Fig. 1: placement by cell class
Bar = 20 um.
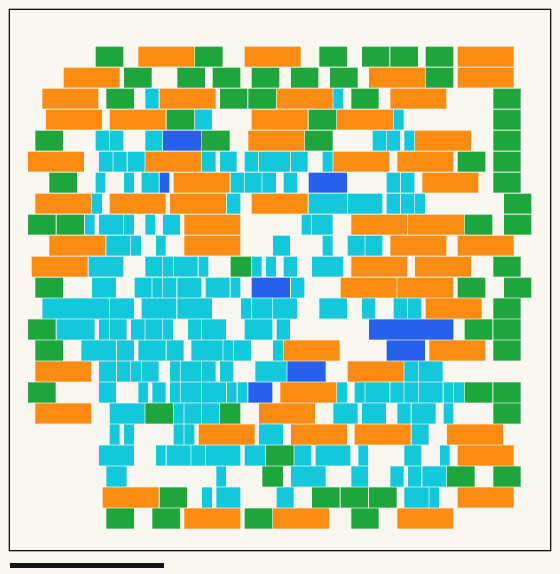
Fig. 2: wiring by layer
Only two layers are drawn.
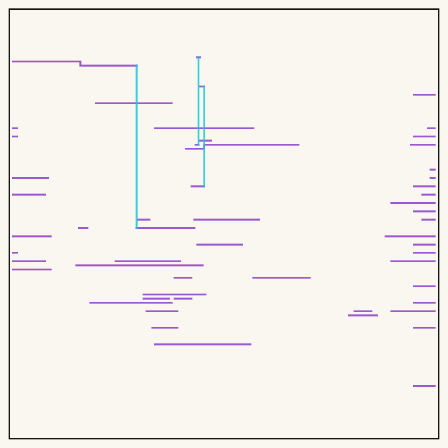
Fig. 3: the clock network
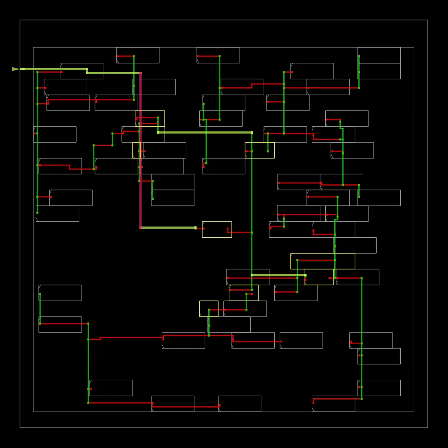
==> config.mk <==
export PLATFORM = sky130hd
export DESIGN_NAME = digit_pulse_generator_flat
export DESIGN_NICKNAME = d
export VERILOG_FILES = /design/src/rtl/edsac_timing_pkg.sv /design/src/rtl/digit_pulse_generator_if.sv /design/src/rtl/digit_pulse_generator_counter.sv /design/src/rtl/digit_pulse_generator.sv /design/src/flat_wrapper.sv
export SDC_FILE = /design/constraint.sdc
export NUM_CORES = 1
export LEC_CHECK = 0
export CORE_MARGIN = 2
export CORE_UTILIZATION = 51
export CTS_CLUSTER_DIAMETER = 200
export DETAILED_ROUTE_END_ITERATION = 6
export GPL_ROUTABILITY_DRIVEN = 0
export PLACE_DENSITY_LB_ADDON = 0.15
export SETUP_SLACK_MARGIN = 0.2
export SYNTH_ARGS = -nofsm -noshare
export SYNTH_HDL_FRONTEND = slang
export SYNTH_SLANG_ARGS = --single-unit
==> constraint.sdc <==
create_clock -name clk -period 3.55 [get_ports clk]
set_clock_uncertainty 0.2 [all_clocks]
set_input_delay 0.5325 -clock clk [delete_from_list [all_inputs] [get_ports clk]]
set_output_delay 0.5325 -clock clk [all_outputs]
set_load 0.03 [all_outputs]
==> results.txt <==
Notes from the flow run.

Floorplan:
- The horizontal die dimension reported for this design is ~70 um.
- The run puts the die area at about 0.005 mm^2.
- The run gives the starting density of the core as a little over half.
- The run gives the number of top-level design ports as just over 60.
- From bottom edge to top edge, the die measures roughly 70 um.

Critical path:
- The run gives the category of the worst setup path capture point as a register.
- The run puts the count of buffering cells on the critical path with inverters included at 2.
- The run gives the critical path's largest stage delay as 0.52 ns.
- The run puts the largest fanout on the critical path at 16.
- Among all stages on the critical path, the largest delay is contributed by o21ai_0.
- The run puts the number of cells on the critical path at 7.
- The worst setup path is of the register to register kind.
- The run puts the arrival time at the worst endpoint at roughly 2.8 ns.
- The run gives the type of origin of the critical path as a register.
- STA puts the critical path data required time at between 3 and 4 ns.
- The run gives the critical path's top delay family as AND-OR/OR-AND gates.
- The signal on the critical path passes through inv_1 > ha_1 > buf_4 > o21ai_0 > o21ai_1 > nand3b_1 > nor2_1.
- The run puts the register-to-register path setup slack at ~0.84 ns.
- The run gives the depth of the worst register-to-register path as 7.

Pwr:
- The share of total power dissipated in combinational logic is a little under a fifth.
- The run gives the cell-internal power as around 940 uW.
- The run puts the leakage power summed over all cells at between 0.001 and 0.0015 uW.
- The run puts the cell area power density at between 400 and 500 mW/mm^2.
- Power comes to around 1300 uW.
- The run gives the switching power as a share of total power as roughly 28%.
- The run puts the proportion of power drawn by flip-flops and latches at about 50%.
- The run puts the net switching power of the design at between 300 and 400 uW.
- The run puts the proportion of power drawn by the clock network at 31.5%.
- In this run the VDD rail shows a maximum IR drop of 0.0002252 V.

CTS:
- The run puts the buffer depth of the longest clock path at 2.
- The run puts the clock latency of the later-clocked register in the worst-skew pair at ~0.30 ns.
- Gates resized during post-CTS repair numbered 0.
- The run gives the post-CTS setup buffer count as 0.
- The run puts the H-tree depth reported by CTS at 2.
- The run gives the CTS tree as yes.
- The run puts the hold-fix buffer count after cts at 0.
- After clock tree synthesis, the clock-pin slew on the worst setup and hold paths is roughly 0.10 ns.
- The tree is rooted in a clkbuf_8.

Synth:
- The run puts the yosys warning tally at 0.
- Synthesis produced roughly 230 cells.
- The run gives the number of unique standard cell types used by synthesis as approximately 50.
- The biggest area contributor in the post-synthesis netlist is dfxtp_1.
- The number of nets in the synthesized netlist is roughly 240.
- Yosys reported that registers with async set or reset make up 0%.
- The run puts the number of cell instances after yosys synthesis at 228.
- The run puts the register area share after synthesis at 50.51%.
- Yosys reports that the most numerous cell types are dfxtp_1 (56), nor2_1 (31), nor3_1 (26).
- The run puts the number of register bits inferred by synthesis at around 56.
- Per the synth stats, the flop cell with the highest instance count is dfxtp_1.
- The run puts the area of the synthesized netlist per yosys stat at around 0.0022 mm^2.
- The run puts the combined area of all synthesized cells at 0.002220 mm^2.
- The run puts the area fraction of the dominant cell type after synthesis at 50.51%.
- The run gives the most frequently used cell type in the post-synthesis netlist as dfxtp_1.
- The run gives the average cell area after synthesis as 9.735 um^2.
- In the post-synthesis netlist, the biggest area contributors are dfxtp_1 (51%), nor3_1 (5.9%), nor2_1 (5.2%).
- The run puts the post-synth tally of flip-flops with integrated enable at 0.

Cells and area:
- The run gives the number of nets at the end of the flow as between 200 and 300.
- The run gives the number of antenna cells inserted as 0.
- The run puts the number of fill cells at approximately 310.
- The run puts the area growth from synthesis to final layout at 32.41%.
- The run gives the layout cell share with drive strength beyond 1 as 10.45%.
- The finished layout holds 337 standard cells, fillers aside.
- The register with the most flip-flops in the layout has 35 of them.

Detailed routing:
- The run puts the length of routed wiring on met1 at 2222 um.
- The run gives the highest metal layer with signal wires as met4.
- The run puts the met3 wire length at 315 um.
- The run puts the number of remaining DRC errors at 0.
- The first routing iteration left 132 violations.
- After detailed routing, the number of vias per cell comes to about 5.5.
- Per the post-route antenna check, the number of violating nets is 0.
- The run gives the total met2 wirelength after detailed routing as around 2400 um.
- The run gives the number of iterations in the first detailed-routing pass as 4.

Global routing:
- The first global-routing pass estimated between 8000 and 9000 um of wire.
- The run gives the number of global-route vias before repair as roughly 1,700.
- The run gives the global routing met3 resource utilization as under 10%.
- Per the GRT congestion report, total overflow comes to 0.
- The run gives the global-route track usage on met1 as around a quarter.
- The global router reports that the layer with the highest usage is met2.
- The run gives the largest net degree at the start of global routing as 18.
- In the global route stage, met2 resource usage came out at between 30% and 40%.
- The run gives the number of antenna violations at the first check in global routing as 0.

Final timing:
- The run puts the final worst slack at 0.8420 ns.
- The run puts the final tally of hold violations at 0.
- The run gives the final critical-path share of the clock period as 76.28%.
- The run puts the total setup violations reported at the end of the flow at 0.
- The run puts the number of max-slew violations in the final report at 0.
- The run gives the highest clock frequency the design can meet as 369.3 MHz.
- The run gives the sum of negative setup slack as 0 ns.
- The run gives the final hold slack as approximately 0.33 ns.
- After layout, the minimum clock period comes to approximately 2.7 ns.
- At the pin with the least slew margin, the transition time is about 0.64 ns.
- The run gives the relative slew slack as a little under three fifths.
- Setup repair after global routing left no endpoint under its margin.

Placed design:
- The run puts the HPWL after detailed placement at roughly 3700 um.
- The placement stage leaves a total instance area of 0.002828 mm^2.
- The run gives the minimum setup slack after placement as 0.9112 ns.
- The run puts the count of port buffers added during placement at 60.
- The run gives the number of placed cells counting well taps as 329.

Hold path:
- The run gives the instance count along the most critical hold path as 2.
- Note that the worst hold path type here is register to register.

Run status:
- The flow ran to the end, and the final reports show no timing, DRC or antenna violations.

Job:
- The run puts the number of warning messages in the logs at 28.
- The run gives the number of maximum-capacitance constraint violations as 0.
About Fig. 1:
[orange] sequential cells | cells: 56
[cyan] remaining logic cells | cells: 160
[blue] clock drivers and dummy loads | cells: 8
[green] remaining buffers and delay cells | cells: 63
utilization after layout: 71.92%
post-route cell area: 0.002939 mm^2
area of the core region: 0.004086 mm^2
count of standard-cell rows: 23
sequential portion of the cell area: 38.14%

About Fig. 2:
[cyan] M4 | wire length: 57.1 um
[purple] M3 | wire length: 315 um
total wire length after detailed routing: 4959 um
total via count in the routed design: 1,860
global-route usage over all layers: 20.48%
detailed-route wire length per cell: 14.72 um

About Fig. 3:
# clock sinks: 56
number of buffers created by CTS: 5

==> worst register-to-register path, delay by kind of cell (launching register included) <==
family | cells | cell delay, ns
compound gates | 2 | 0.94
simple gates | 2 | 0.45
flops | 1 | 0.40
fa+ha+maj | 1 | 0.36
buf+inv | 2 | 0.30
==> cells in the final DEF, fill, tap and decap left out, types with 5 or more instances in the layout <==
cell / synthesis / final
xor2_1: 8 / 8
xnor2_1: 5 / 5
nand2_1: 11 / 11
nor3_1: 26 / 26
clkbuf_8: 0 / 5
clkdlybuf4s50_1: 0 / 60
inv_1: 6 / 6
ha_1: 6 / 6
nor2_1: 31 / 31
nand3_1: 7 / 7
nor4_1: 7 / 7
dfxtp_1: 56 / 56
==> cells by family after synthesis <==
| family | after synthesis | share of synthesized area, % |
|---|---|---|
| AOI/OAI and AO/OA | 21 | 7.441 |
| xor gates and xnor gates | 13 | 5.130 |
| and+or+nand+nor | 114 | 29.03 |
| DFF | 56 | 50.51 |
| adders and majority gates | 6 | 3.382 |
| buffers and inverters | 18 | 4.509 |
==> power groups by stage <==
stage,Combinational (uW),Sequential [uW],Clock (uW)
finish,239,654,411
global route,253,657,441
CTS,237,654,420
detailed placement,235,669,0
global placement,231,667,0
floorplan,161,684,0
==> cell type report <==
type / instances / area (um^2) / share of cell area [%]
clock buffers: 6 / 72.57 / 2.469
clock inverters: 2 / 38.79 / 1.320
inverters: 6 / 22.52 / 0.7663
multi-input cells: 154 / 998.5 / 33.97
flip-flops and latches: 56 / 1121 / 38.14
well taps: 50 / 62.56 / 2.129
repair buffers: 63 / 623.1 / 21.20
No activity file was given, so power comes from the tool's default toggle rates.
